File: config.mk
export PLATFORM = sky130hd
export DESIGN_NAME = imem_loader
export DESIGN_NICKNAME = d
export VERILOG_FILES = /design/src/rtl/imem_loader.sv
export SDC_FILE = /design/constraint.sdc
export NUM_CORES = 1
export LEC_CHECK = 0
export CAP_MARGIN = 10
export CELL_PAD_IN_SITES_DETAIL_PLACEMENT = 1
export CELL_PAD_IN_SITES_GLOBAL_PLACEMENT = 1
export CORE_MARGIN = 1.5
export CORE_UTILIZATION = 36
export DETAILED_ROUTE_END_ITERATION = 8
export PLACE_DENSITY_LB_ADDON = 0.15
export SYNTH_ARGS = -nofsm -noshare
export SYNTH_HDL_FRONTEND = slang
export SYNTH_SLANG_ARGS = --single-unit
export TNS_END_PERCENT = 100
File: constraint.sdc
create_clock -name clk -period 2.2 [get_ports clk]
set_clock_uncertainty 0.15 [all_clocks]
set_input_delay 0.44 -clock clk [delete_from_list [all_inputs] [get_ports clk]]
set_output_delay 0.44 -clock clk [all_outputs]
set_load 0.01 [all_outputs]
File: src/rtl/imem_loader.sv
// Instruction-memory loader: receives a length-prefixed, checksummed byte
// stream and writes it as 32-bit big-endian words from address 0 upward.
module imem_loader (
    input  logic        clk,
    input  logic        rst_n,
    input  logic        start,
    input  logic [7:0]  byte_in,
    input  logic        byte_valid,
    output logic        byte_ready,
    output logic        wr_en,
    output logic [7:0]  wr_addr,
    output logic [31:0] wr_data,
    output logic        busy,
    output logic        done,
    output logic        err,
    output logic [7:0]  word_count
);

    // Handshake: a byte moves only on a rising edge where byte_valid and
    // byte_ready are both 1; byte_valid may stay low indefinitely and
    // byte_ready depends only on the loader state, never on byte_valid.

    typedef enum logic [2:0] {
        S_IDLE,
        S_LEN,
        S_BYTES,
        S_WRITE,
        S_CHK,
        S_DONE
    } state_t;

    state_t      state;
    logic [7:0]  word_total;
    logic [1:0]  byte_idx;
    logic [23:0] asm_q;
    logic [7:0]  csum;
    logic        accept;
    logic [7:0]  next_count;

    assign accept     = byte_valid && byte_ready;
    assign next_count = word_count + 8'd1;

    always_ff @(posedge clk) begin
        if (!rst_n) begin
            state      <= S_IDLE;
            byte_ready <= 1'b0;
            wr_en      <= 1'b0;
            wr_addr    <= 8'd0;
            wr_data    <= 32'd0;
            busy       <= 1'b0;
            done       <= 1'b0;
            err        <= 1'b0;
            word_count <= 8'd0;
            word_total <= 8'd0;
            byte_idx   <= 2'd0;
            asm_q      <= 24'd0;
            csum       <= 8'd0;
        end else begin
            case (state)
                S_IDLE, S_DONE: begin
                    if (start) begin
                        state      <= S_LEN;
                        byte_ready <= 1'b1;
                        busy       <= 1'b1;
                        done       <= 1'b0;
                        err        <= 1'b0;
                        word_count <= 8'd0;
                        byte_idx   <= 2'd0;
                        csum       <= 8'd0;
                    end
                end

                S_LEN: begin
                    if (accept) begin
                        word_total <= byte_in;
                        state      <= (byte_in == 8'd0) ? S_CHK : S_BYTES;
                    end
                end

                S_BYTES: begin
                    if (accept) begin
                        csum     <= csum ^ byte_in;
                        byte_idx <= byte_idx + 2'd1;
                        // The fourth byte goes straight into wr_data so the
                        // write strobe lands on the very next cycle.
                        if (byte_idx == 2'd3) begin
                            state      <= S_WRITE;
                            byte_ready <= 1'b0;
                            wr_en      <= 1'b1;
                            wr_addr    <= word_count;
                            wr_data    <= {asm_q, byte_in};
                        end else begin
                            asm_q <= {asm_q[15:0], byte_in};
                        end
                    end
                end

                S_WRITE: begin
                    wr_en      <= 1'b0;
                    byte_ready <= 1'b1;
                    word_count <= next_count;
                    state      <= (next_count < word_total) ? S_BYTES : S_CHK;
                end

                S_CHK: begin
                    if (accept) begin
                        err        <= (byte_in != csum);
                        done       <= 1'b1;
                        busy       <= 1'b0;
                        byte_ready <= 1'b0;
                        state      <= S_DONE;
                    end
                end

                default: begin
                    state      <= S_IDLE;
                    byte_ready <= 1'b0;
                    wr_en      <= 1'b0;
                    busy       <= 1'b0;
                end
            endcase
        end
    end

endmodule

**Signal wires on met1**

The bar under the picture is 20 µm long. Supply wires on this layer in gray.
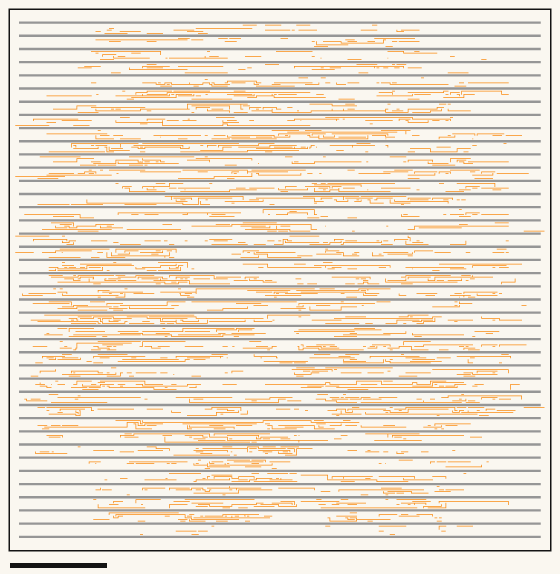
longest straight run: 30.8 µm
share of all routed wire: 46%
main direction: horizontal
wire length on this layer: 5,820 µm
met1 layer usage reported by global route: 26.2%
via count: 3,987
total detailed-routing wirelength: 12.6 mm

**Signal wires on met2**

The bar under the picture is 20 µm long.
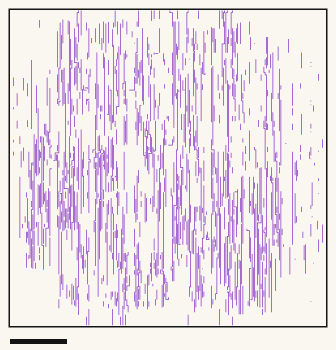
longest straight run: 37.4 µm
nets with wire on the layer: 558
main direction: vertical
wire length on this layer: 6,170 µm
share of all routed wire: 49%
global routing met2 resource utilization: 35.6%

==> results.txt <==
Figures from the implementation reports.

- The flow ran to the end, but the final reports show violations.
- The checks that failed: setup timing.
- The maximum operating frequency is about 430 MHz.
- The total cells reported by yosys after synthesis reads ~540.
- The transition time at the pin with the least slew margin is 0.419 ns.
- The dominant cell type by area after synthesis reads sky130_fd_sc_hd__dfxtp_1.
- The area share of the largest cell type after synthesis is 46.4%.
- The capturing instance or port of the critical path reads state[1]$_SDFFE_PN0P_.
- The tally of clock buffers in the finished layout reads 11.
- Entering global routing, the biggest net connects 48 pins.
- The via count of the first global-routing pass is about 4,100.
- The data required time of the critical path reads 2.29 ns.
- The port buffer count is approximately 64.
- The proportion of register bits with asynchronous set or reset after synthesis reads 0%.
- The worst max-slew margin expressed relative to the limit is just over 70%.
- The total I/O pin count is between 60 and 70.
- The wire length of the first global-routing pass reads between 20 and 25 mm.
- The nature of the critical path endpoint reads a flop.
- Per the TritonCTS log, the buffer count is 9.
- The post-CTS clock slew at the launch and capture registers of the worst setup and hold paths is 0.07 ns.
- The total number of warnings across the stage logs reads 28.
- The cell class contributing the biggest share of worst-path delay reads AND-OR/OR-AND gates.
- The worst path arrival time reads around 2.4 ns.
- The number of DRC markers after the initial detailed-route iteration reads 188.
- Across the whole layout, storage elements account for approximately 2000 µm².
- The path type of the worst min-delay path reads reg -> reg.
- The core region is between 10,000 and 15,000 µm².
- Walking the critical path from launch to capture passes 8 cell instances.
- For reference, the top cells by count after synthesis are sky130_fd_sc_hd__nand2_1 (143), sky130_fd_sc_hd__dfxtp_1 (98), sky130_fd_sc_hd__a21oi_1 (73), sky130_fd_sc_hd__nor2_1 (41), sky130_fd_sc_hd__clkbuf_1 (22).
- The non-clock inverter count in the final layout is 12.
- The maximum VDD drop is about 550 µV.
- The placement-stage worst setup slack reads -0.272 ns.
- With fillers left out, the area of the finished cells amounts to 5830 µm².
- The cell area after synthesis reads approximately 4200 µm².
- Non-clock buffers in the final layout number around 120.
- For reference, the top cells by area after synthesis are sky130_fd_sc_hd__dfxtp_1 (46%), sky130_fd_sc_hd__nand2_1 (13%), sky130_fd_sc_hd__a21oi_1 (8.6%).
- The script computed a power per unit cell area of between 600 and 700 nW/µm².
- The final setup violation count is 1.
- The most common logic cells in the final layout are sky130_fd_sc_hd__nand2_1 (142), sky130_fd_sc_hd__dfxtp_1 (91), sky130_fd_sc_hd__a21oi_1 (73), sky130_fd_sc_hd__clkdlybuf4s50_1 (64), sky130_fd_sc_hd__buf_4 (44).
- The final setup slack of the worst path is -0.114 ns.
- The dominant cell by count in the synthesized netlist reads sky130_fd_sc_hd__nand2_1.
- The TritonCTS clock tree reads yes.
- The critical path class is reg -> reg.
- The number of routed nets with antenna violations reads 0.
- The synthesized flop and latch total reads slightly below 100.
- The antenna diode count is 0.
- The Yosys warning count is 0.
- The worst-case register-to-register setup slack is -0.11 ns.
- For this run the aggregate overflow at the end of global routing stands at 0.
- The final RePlAce weighted congestion is 0.836.
- The endpoint of the most critical register-to-register path is state[1]$_SDFFE_PN0P_.
- The number of antenna violations at the first check in global routing reads 0.
- The worst hold margin reads slightly above 0.3 ns.
- In this run, post-CTS repair resized a total of 19 instances.
- Per the synth stats, the flop cell with the highest instance count is sky130_fd_sc_hd__dfxtp_1.
- The minimum clock period is 2.31 ns.
- According to the cell report, flip-flops and latches in the layout number 98.
- The post-synthesis instance total reads about 540.
- The most common logic cell in the routed design is sky130_fd_sc_hd__nand2_1.
- The number of remaining DRC errors reads 0.
**Metal 3**

Cells faint in the background.
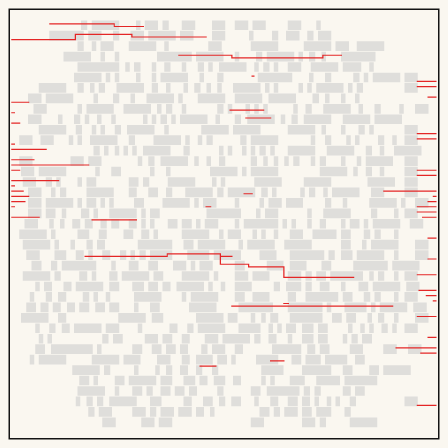
wire length on this layer: 461 µm
nets with wire on the layer: 47
main direction: horizontal
longest straight run: 41.9 µm
met3 track demand over resource: 5.55%

[sequential cells by signal, summed over array words and instances, names as in the netlist]
register / cells
word_count: 8
csum: 8
wr_data: 32
err: 1
asm_q: 24
state: 3
busy: 1
word_total: 8
byte_idx: 2
wr_en: 1
byte_ready: 1
wr_addr: 8
done: 1
[worst min-delay path by stage]
stage                             start                        to  slack (ns)  cells after the start
2_1_floorplan    asm_q[16]$_SDFFE_PN0P_  wr_data[24]$_SDFFE_PN0P_        0.28                      2
3_3_place_gp   wr_data[29]$_SDFFE_PN0P_  wr_data[29]$_SDFFE_PN0P_        0.29                      2
3_5_place_dp     asm_q[16]$_SDFFE_PN0P_  wr_data[24]$_SDFFE_PN0P_        0.30                      2
4_1_cts          asm_q[16]$_SDFFE_PN0P_  wr_data[24]$_SDFFE_PN0P_        0.31                      2
5_1_grt          asm_q[19]$_SDFFE_PN0P_  wr_data[27]$_SDFFE_PN0P_        0.33                      2
6_report         asm_q[16]$_SDFFE_PN0P_  wr_data[24]$_SDFFE_PN0P_        0.30                      2
[report_power, final]
group          total, mW  internal [mW]  switching (mW)  leakage, nW
clock network       1.70           1.02           0.677        0.156
registers           1.79           1.78          0.0121        0.795
logic              0.287          0.121           0.166         1.05
total               3.78           2.93           0.855         2.00
[metal layers]
metal | vias to the layer above | wire (µm)
met5 | - | 0
met4 | 0 | 94
met3 | 7 | 460
met2 | 63 | 6170
met1 | 1925 | 5820
li1 | 1992 | -
[cell families (layout without fill, tap and decap cells)]
logic type               after synthesis  after routing  synth area share (%)
multiplexers                          12             12                  2.84
buffers and inverters                 48            143                  5.00
adder cells (fa/ha/maj)                9              9                  2.66
flip-flops                            98             98                  46.4
AND-OR/OR-AND                        122            122                  17.0
XOR/XNOR                               6              6                  1.24
AND/OR/NAND/NOR                      241            241                  24.9
Power and IR drop assume default switching activity.
